==> config.mk <==
export PLATFORM = sky130hd
export DESIGN_NAME = score_tracker_flat
export DESIGN_NICKNAME = d
export VERILOG_FILES = /design/src/rtl/score_pkg.sv /design/src/rtl/score_tracker_if.sv /design/src/rtl/score_bin2bcd.sv /design/src/rtl/score_tracker.sv /design/src/flat_wrapper.sv
export SDC_FILE = /design/constraint.sdc
export NUM_CORES = 1
export LEC_CHECK = 0
export ABC_AREA = 1
export CAP_MARGIN = 20
export CORE_UTILIZATION = 45
export DETAILED_ROUTE_END_ITERATION = 12
export GPL_ROUTABILITY_DRIVEN = 0
export SETUP_SLACK_MARGIN = 0.2
export SYNTH_ARGS = -nofsm -noshare
export SYNTH_HDL_FRONTEND = slang
export SYNTH_SLANG_ARGS = --single-unit
==> constraint.sdc <==
create_clock -name clk -period 8.5 [get_ports clk]
set_clock_uncertainty 0.2 [all_clocks]
set_input_delay 1.7 -clock clk [delete_from_list [all_inputs] [get_ports clk]]
set_output_delay 1.7 -clock clk [all_outputs]
set_load 0.02 [all_outputs]
==> src/rtl/score_pkg.sv <==
// Shared types and constants for the score tracker: FSM state encoding,
// display-mode selectors and the streak bonus threshold.
package score_pkg;

  typedef enum logic [1:0] {
    IDLE   = 2'd0,
    PLAY   = 2'd1,
    COMMIT = 2'd2,
    SHOW   = 2'd3
  } state_t;

  localparam logic [1:0] DISP_CUR  = 2'd0;
  localparam logic [1:0] DISP_PB   = 2'd1;
  localparam logic [1:0] DISP_HIGH = 2'd2;
  localparam logic [1:0] DISP_WINS = 2'd3;

  // Hits already in the streak before a hit starts earning the bonus.
  localparam int STREAK_THRESH = 3;

endpackage

==> src/rtl/score_tracker_if.sv <==
// Game-event bus from the answer checker / round timer into the tracker.
// master drives the events, slave (the tracker) consumes them.
interface score_tracker_if #(
  parameter int NUM_PLAYERS = 4
) ();

  logic                           round_start;
  logic [$clog2(NUM_PLAYERS)-1:0] player_sel;
  logic                           hit;
  logic                           miss;
  logic                           game_timeout;

  modport master (
    output round_start, player_sel, hit, miss, game_timeout
  );

  modport slave (
    input round_start, player_sel, hit, miss, game_timeout
  );

endinterface

==> src/rtl/score_bin2bcd.sv <==
// Combinational binary-to-BCD converter (double-dabble). Digit 0 (ones)
// lands in the LSBs of bcd.
module score_bin2bcd #(
  parameter int SCORE_W = 7,
  parameter int DIGITS  = 2
) (
  input  logic [SCORE_W-1:0]  bin,
  output logic [4*DIGITS-1:0] bcd
);

  logic [4*DIGITS+SCORE_W-1:0] sr;

  // Add-3 on every digit >= 5, then shift; one pass per binary bit.
  always_comb begin
    sr = '0;
    sr[SCORE_W-1:0] = bin;
    for (int i = 0; i < SCORE_W; i++) begin
      for (int d = 0; d < DIGITS; d++) begin
        if (sr[SCORE_W+4*d +: 4] >= 4'd5)
          sr[SCORE_W+4*d +: 4] = sr[SCORE_W+4*d +: 4] + 4'd3;
      end
      sr = sr << 1;
    end
    bcd = sr[SCORE_W +: 4*DIGITS];
  end

endmodule

==> src/rtl/score_tracker.sv <==
// Multi-player score keeper for the prime-prediction game. Counts hits for
// the active player, commits to personal bests / high score / wins on
// timeout, and drives a registered BCD display value.
// Optional build macro SCORE_STREAK_EN: consecutive-hit bonus plus streak_o.
module score_tracker
  import score_pkg::*;
#(
  parameter int NUM_PLAYERS = 4,
  parameter int SCORE_W     = 7,
  parameter int MAX_SCORE   = 99,
  parameter int DIGITS      = 2
) (
  input  logic                           clk,
  input  logic                           reset,
  score_tracker_if.slave                 ev,
  input  logic [1:0]                     disp_mode,
`ifdef SCORE_STREAK_EN
  output logic [3:0]                     streak_o,
`endif
  output logic [SCORE_W-1:0]             current_score,
  output logic [SCORE_W-1:0]             high_score,
  output logic [$clog2(NUM_PLAYERS)-1:0] high_player,
  output logic                           new_record,
  output logic [1:0]                     state_o,
  output logic [4*DIGITS-1:0]            bcd_digits
);

  localparam int PW = $clog2(NUM_PLAYERS);
  localparam logic [SCORE_W-1:0] MAX_S = SCORE_W'(MAX_SCORE);

  state_t               state;
  logic [PW-1:0]        player;
  logic [SCORE_W-1:0]   pb   [NUM_PLAYERS];
  logic [SCORE_W-1:0]   wins [NUM_PLAYERS];
  logic [1:0]           inc;
  logic [SCORE_W-1:0]   disp_val;
  logic [4*DIGITS-1:0]  bcd_next;

  function automatic logic [SCORE_W-1:0] sat_add(input logic [SCORE_W-1:0] a,
                                                 input logic [1:0] b);
    logic [SCORE_W:0] sum;
    sum = {1'b0, a} + {{(SCORE_W-1){1'b0}}, b};
    if (sum > {1'b0, MAX_S}) return MAX_S;
    return sum[SCORE_W-1:0];
  endfunction

  function automatic logic [PW-1:0] clamp_player(input logic [PW-1:0] sel);
    if (int'(sel) > NUM_PLAYERS - 1) return PW'(NUM_PLAYERS - 1);
    return sel;
  endfunction

`ifdef SCORE_STREAK_EN
  logic [3:0] streak;
  assign inc      = (streak >= 4'(STREAK_THRESH)) ? 2'd2 : 2'd1;
  assign streak_o = streak;
`else
  assign inc = 2'd1;
`endif

  // Round FSM together with score, personal-best, high-score and win state.
  always_ff @(posedge clk) begin
    if (!reset) begin
      state         <= IDLE;
      player        <= '0;
      current_score <= '0;
      high_score    <= '0;
      high_player   <= '0;
      new_record    <= 1'b0;
      for (int i = 0; i < NUM_PLAYERS; i++) begin
        pb[i]   <= '0;
        wins[i] <= '0;
      end
`ifdef SCORE_STREAK_EN
      streak <= '0;
`endif
    end else begin
      case (state)
        IDLE, SHOW: begin
          if (ev.round_start) begin
            state         <= PLAY;
            player        <= clamp_player(ev.player_sel);
            current_score <= '0;
            new_record    <= 1'b0;
`ifdef SCORE_STREAK_EN
            streak        <= '0;
`endif
          end
        end
        PLAY: begin
          // miss dominates a simultaneous hit; a hit with timeout still counts
          if (ev.hit && !ev.miss) begin
            current_score <= sat_add(current_score, inc);
`ifdef SCORE_STREAK_EN
            if (streak != 4'hF) streak <= streak + 4'd1;
`endif
          end
`ifdef SCORE_STREAK_EN
          else if (ev.miss) begin
            streak <= '0;
          end
`endif
          if (ev.game_timeout) state <= COMMIT;
        end
        COMMIT: begin
          if (current_score > pb[player]) pb[player] <= current_score;
          // strict compare: a tie leaves the existing holder in place
          if (current_score > high_score) begin
            high_score   <= current_score;
            high_player  <= player;
            new_record   <= 1'b1;
            wins[player] <= sat_add(wins[player], 2'd1);
          end
          state <= SHOW;
        end
        default: state <= IDLE;
      endcase
    end
  end

  assign state_o = state;

  // Select the value shown on the display.
  always_comb begin
    disp_val = current_score;
    case (disp_mode)
      DISP_PB:   disp_val = pb[player];
      DISP_HIGH: disp_val = high_score;
      DISP_WINS: disp_val = wins[player];
      default:   disp_val = current_score;
    endcase
  end

  score_bin2bcd #(
    .SCORE_W (SCORE_W),
    .DIGITS  (DIGITS)
  ) u_bin2bcd (
    .bin (disp_val),
    .bcd (bcd_next)
  );

  // Register the converted digits so the display bus is glitch-free.
  always_ff @(posedge clk) begin
    if (!reset) bcd_digits <= '0;
    else        bcd_digits <= bcd_next;
  end

endmodule

==> src/flat_wrapper.sv <==
// flat-port wrapper written by rule: the top's interface ports become plain ports
module score_tracker_flat import score_pkg::*;
#(
  parameter int NUM_PLAYERS = 4,
  parameter int SCORE_W     = 7,
  parameter int MAX_SCORE   = 99,
  parameter int DIGITS      = 2
)
  (clk, reset, disp_mode, current_score, high_score, high_player, new_record, state_o, bcd_digits, ev_round_start, ev_player_sel, ev_hit, ev_miss, ev_game_timeout);
  score_tracker_if #(.NUM_PLAYERS(NUM_PLAYERS)) ev_i ();
  input  logic clk;
  input  logic reset;
  input  logic [1:0] disp_mode;
  output logic [SCORE_W-1:0] current_score;
  output logic [SCORE_W-1:0] high_score;
  output logic [$clog2(NUM_PLAYERS)-1:0] high_player;
  output logic new_record;
  output logic [1:0] state_o;
  output logic [4*DIGITS-1:0] bcd_digits;
  input wire logic [$bits(ev_i.round_start)-1:0] ev_round_start;
  input wire logic [$bits(ev_i.player_sel)-1:0] ev_player_sel;
  input wire logic [$bits(ev_i.hit)-1:0] ev_hit;
  input wire logic [$bits(ev_i.miss)-1:0] ev_miss;
  input wire logic [$bits(ev_i.game_timeout)-1:0] ev_game_timeout;
  assign ev_i.round_start = ev_round_start;
  assign ev_i.player_sel = ev_player_sel;
  assign ev_i.hit = ev_hit;
  assign ev_i.miss = ev_miss;
  assign ev_i.game_timeout = ev_game_timeout;
  score_tracker #(.NUM_PLAYERS(NUM_PLAYERS), .SCORE_W(SCORE_W), .MAX_SCORE(MAX_SCORE), .DIGITS(DIGITS)) u_core (.clk(clk), .reset(reset), .ev(ev_i), .disp_mode(disp_mode), .current_score(current_score), .high_score(high_score), .high_player(high_player), .new_record(new_record), .state_o(state_o), .bcd_digits(bcd_digits));
endmodule
==> run summary <==
Update from the flow run.

The ratio of final minimum period to clock period is 69.2%. The net count after synthesis is 654. The capturing instance or port of the critical path is u_core.bcd_digits[6]. Yosys reports that the most numerous cell types are sky130_fd_sc_hd__nand2_1 (159), sky130_fd_sc_hd__inv_1 (80), sky130_fd_sc_hd__nor2_1 (58).

The synthesized-area fraction occupied by ao, oa, aoi and oai cells is 8.86%. The inserted tap cell count is 140. Looking at the reg2reg group, the worst path ends at u_core.bcd_digits[6]. The multi-input combinational cell area is 2340 um2.

Checking hold timing, the worst path is listed with class register to register. The wire length on met2 is 6.21 mm. The number of pins exceeding their max-slew limit in the final report is 0. For this design, the CTS-stage hold fixing added 0 buffers.

Per the GRT log, the top usage layer is met2. The family with the most delay on the worst path is simple AND/OR/NAND/NOR gates. Measured on the final layout, buffering overhead outside the clock network stands at 6.84%.

The quantity of gates resized following cts is 0. The most frequently used cell type in the post-synthesis netlist is sky130_fd_sc_hd__nand2_1. After floorplanning, the core was divided into 38 placement rows. The cell repeated most along the worst path is sky130_fd_sc_hd__inv_1. The most common cell after layout, fill and taps aside is sky130_fd_sc_hd__nand2_1. The count of routing violations after the opening detailed-route iteration is 200. The sequential cell area is 2300 um2. For this design the top-level I/O count stands at 37. The count of unique library cells instantiated by Yosys is 40. Setup repair after global routing left no endpoint under its margin. In the setup report, the worst path falls into the class input port to register. The start point of the critical path is disp_mode[1]. On the critical path the data arrives at 5.96 ns. Per the synth stats, the flop cell with the highest instance count is sky130_fd_sc_hd__edfxtp_1. In the log, the iteration count for the first detailed-route pass is 4. The post-CTS setup buffer count is 0. The clock buffer count in the final layout is 9.

In this run the remaining antenna-violating nets after routing total 0. For the worst setup path, the data required time is 8.58 ns. The critical path runs through a total of 30 cells. The worst-path maximum fanout is 6. The number of antenna cells inserted is 0. For this run, the number of Yosys warnings is 0.

The xor/xnor cell area share of the yosys netlist is 2.02%. The final layout net count is 695. The aggregate negative setup slack is 0 ns. The sequential group share of total power is 32.9%. The TritonCTS clock tree is built. Per the final layout report, the fraction of cells sized above drive strength 1 comes to 11.3%. The worst path buffer plus inverter count is 8. The worst register-to-register path has a depth of 30. The delay of the slowest critical-path stage is 0.56 ns. The total overflow reported by the global router is 0.

The maximum buffer depth of the clock tree is 2. For hold timing, the worst endpoint is u_core.high_player[0]. The number of H-tree branching levels is 3.

Per the detail_route report, routed wire per instance is 16.3 um. After layout the clock buffers and inverters come to 3.92% of cell area. After synthesis the cells add up to 5070 um2.

The routed layout reports a DRC error count of 0. The area recorded from the Yosys report for this design is 5070 um2. By area, multi-input combinational cells come first. For flop-to-flop paths, the worst setup slack is 3.49 ns. The share of cell area taken by flip-flops and latches is 39.8%. The number of clock buffers inserted by TritonCTS is 9. The run finished with clean final reports. The post-CTS clock slew at the launch and capture registers of the worst setup and hold paths is 0.09 ns. The worst hold path passes through 2 cells. At the placement stage, the worst setup path has a slack of 2.25 ns.

The amount of wire on met3 after detailed routing is 577 um. The synthesis stat section lists a flop and latch total of 87. The highest metal layer carrying signal wires in the routed design is met4.

For this run, the detailed router reports a per-instance via density of 5.25. The worst setup path is captured at a register. The post-synthesis sequential area ratio is 45.4%. The total sequential power is 0.000514 W. Per the CTS log, the root buffer master is sky130_fd_sc_hd__clkbuf_8. The mux contribution to synthesized area is 0%. The worst max-slew margin expressed relative to the limit is 44.5%. The vertical die dimension is 108 um. For the pin with the worst max-slew slack, the measured transition is 0.827 ns.

Across the run, the number of max-cap violations was 0. The chip width is 108 um. Looking at the critical path, the single cell with the biggest stage delay is sky130_fd_sc_hd__clkdlybuf4s50_1.

Grouping non-sequential cells by family puts the most area in simple AND/OR/NAND/NOR gates. The cell-internal power is 0.000886 W. After legalization and detailed placement, the total HPWL measured 9.44 mm. The largest net degree at the start of global routing is 30.

The clock share of power is 21.8%. After layout, the buffer instance count without clock buffers stands at 41. Per the run report, area growth between synthesis and finish was 13.9%. The floorplan step defined a die boundary enclosing 11,700 um2. The combinational fraction of the cell area is 40.5%. The arithmetic-cell share of the synthesized area counting full adders, half adders and majority gates is 7.15%. The flow reports an fmax of 0.170 GHz.

Of the total synthesized cell area, the portion taken by AND, OR, NAND and NOR gates is 28.1%. There are 87 flip-flops and latches. For this block, wires on met1 add up to 5.98 mm. STA lists the startpoint of the worst hold path as u_core.high_player[0]. Non-clock inverters in the final layout number 91. The global-route total usage across every layer is 24.2%. In the post-synthesis netlist, the biggest area contributors are sky130_fd_sc_hd__edfxtp_1 (33%), sky130_fd_sc_hd__dfxtp_1 (12%), sky130_fd_sc_hd__nand2_1 (12%). The first global-routing pass estimated 21.1 mm of wire. The end-of-flow timing check tallies setup violations at 0.

Per report_power, the combinational group accounts for 45.4% of the total. The count of buffers from port buffering is 36. The clock reaches the later pin of the worst-skew pair after 0.38 ns. Per the breakdown, switching nets consume 43.3% of all power.

The async set or reset register ratio after synthesis is 0%. The power in the clock group is 0.000340 W. The minimum clock period after layout is 5.88 ns. The initial antenna violation count is 0. Power attributed to combinational cells is 0.000709 W. The slack of the critical path is 2.62 ns. The OpenROAD warning count is 35. In this run the static leakage power is 2.57 nW. The reported net switching power is 0.000678 W. A synthesized cell averages 8.25 um2. The cell total in the yosys stat output is 615. The library cells used most frequently in the layout, excluding fill and tap cells, are sky130_fd_sc_hd__nand2_1 (159), sky130_fd_sc_hd__inv_1 (80), sky130_fd_sc_hd__nor2_1 (58). The fraction of post-synthesis cell area in the top cell type by area is 33.2%.

The clock tree has to reach 87 sinks. The count of library flops with an enable pin is 56. The cell count after synthesis is 615. The count of multi-input gates is 426. The via count of the first global-routing pass is 4,205. The kind of launch point of the worst setup path is an input port.

The cell taking the most area after synthesis is sky130_fd_sc_hd__edfxtp_1. The total power divided by cell area is 270 nW/um2. The highest supply drop recorded on VDD is 0.144 mV.

The met3 layer usage reported by global route is 4.70%. Counting the fill cells in the layout gives 1,029. Endpoints failing hold in the final report were tallied at 0. Per report_power, the top consumer among the power groups is combinational cells.
## sequential cells by signal, summed over array words and instances, names as in the netlist, named ones only
name	flops
u_core.player	2
u_core.high_score	7
u_core.wins	28
u_core.high_player	2
u_core.state_o	2
u_core.new_record	1
u_core.bcd_digits	8
u_core.pb	28
u_core.current_score	7
## through the flow
stage | cell area [um2] | total power [W] | cells | hold WS, ns
floorplan | 5070 | 0.00106 | 615 | 0.322
global placement | 5550 | 0.00121 | 784 | 0.270
detailed placement | 5550 | 0.00123 | 784 | 0.273
CTS | 5770 | 0.00157 | 800 | 0.296
global route | 5780 | 0.00167 | 801 | 0.326
finish | 5780 | 0.00156 | 801 | 0.289
**Track usage over the die**

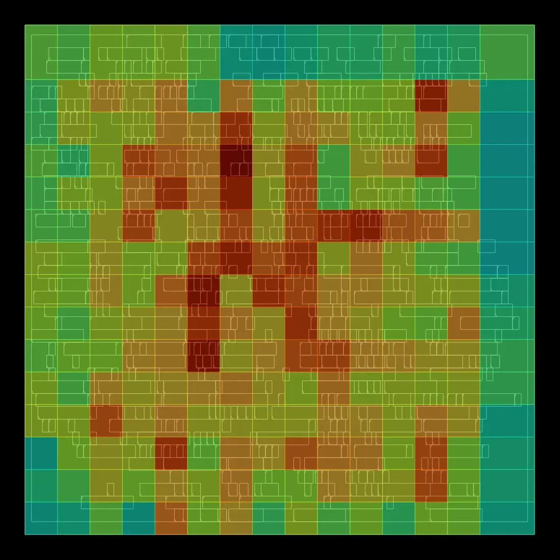
met2 Track Usage GR: 40.2%
global-route track usage on met1: 31.5%

**Placement density heat map**

Scale bar: 20 um. 11 x 11 tiles, from black (low) to pale yellow (high), 0 to 100% covered.
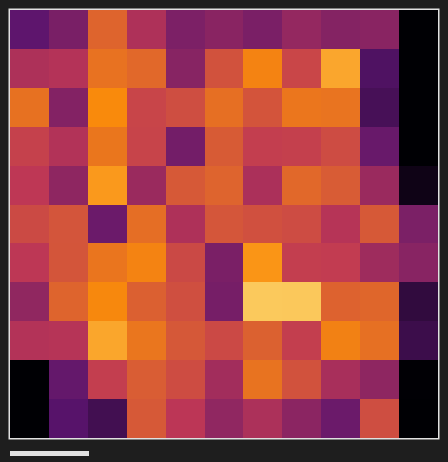
nearly empty tiles: 6.6%
fullest tile: 88%
emptiest ninth of the die: north-east
starting density of the core: 46.6%
Core ar.: 10,900 um2
Final Util: 53.1%

**The metal 1 layer**

Scale bar: 20 um.
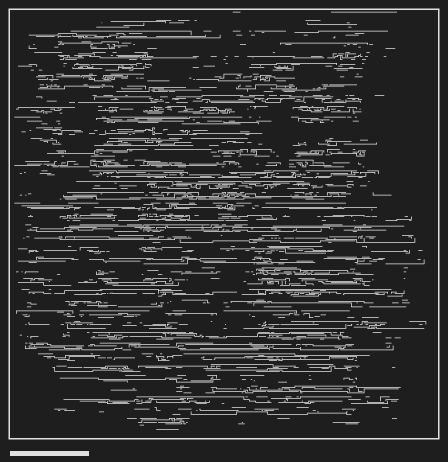
main direction: horizontal
nets with wire on the layer: 652
longest straight run: 33.1 um

**The metal 2 layer**

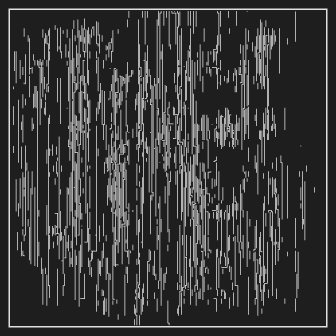
wire length on this layer: 6,210 um
main direction: vertical
longest straight run: 60.2 um
share of all routed wire: 47%
post-detailed-routing wire length: 13.1 mm
vias post-DR: 4,203

Power and IR drop assume default switching activity.
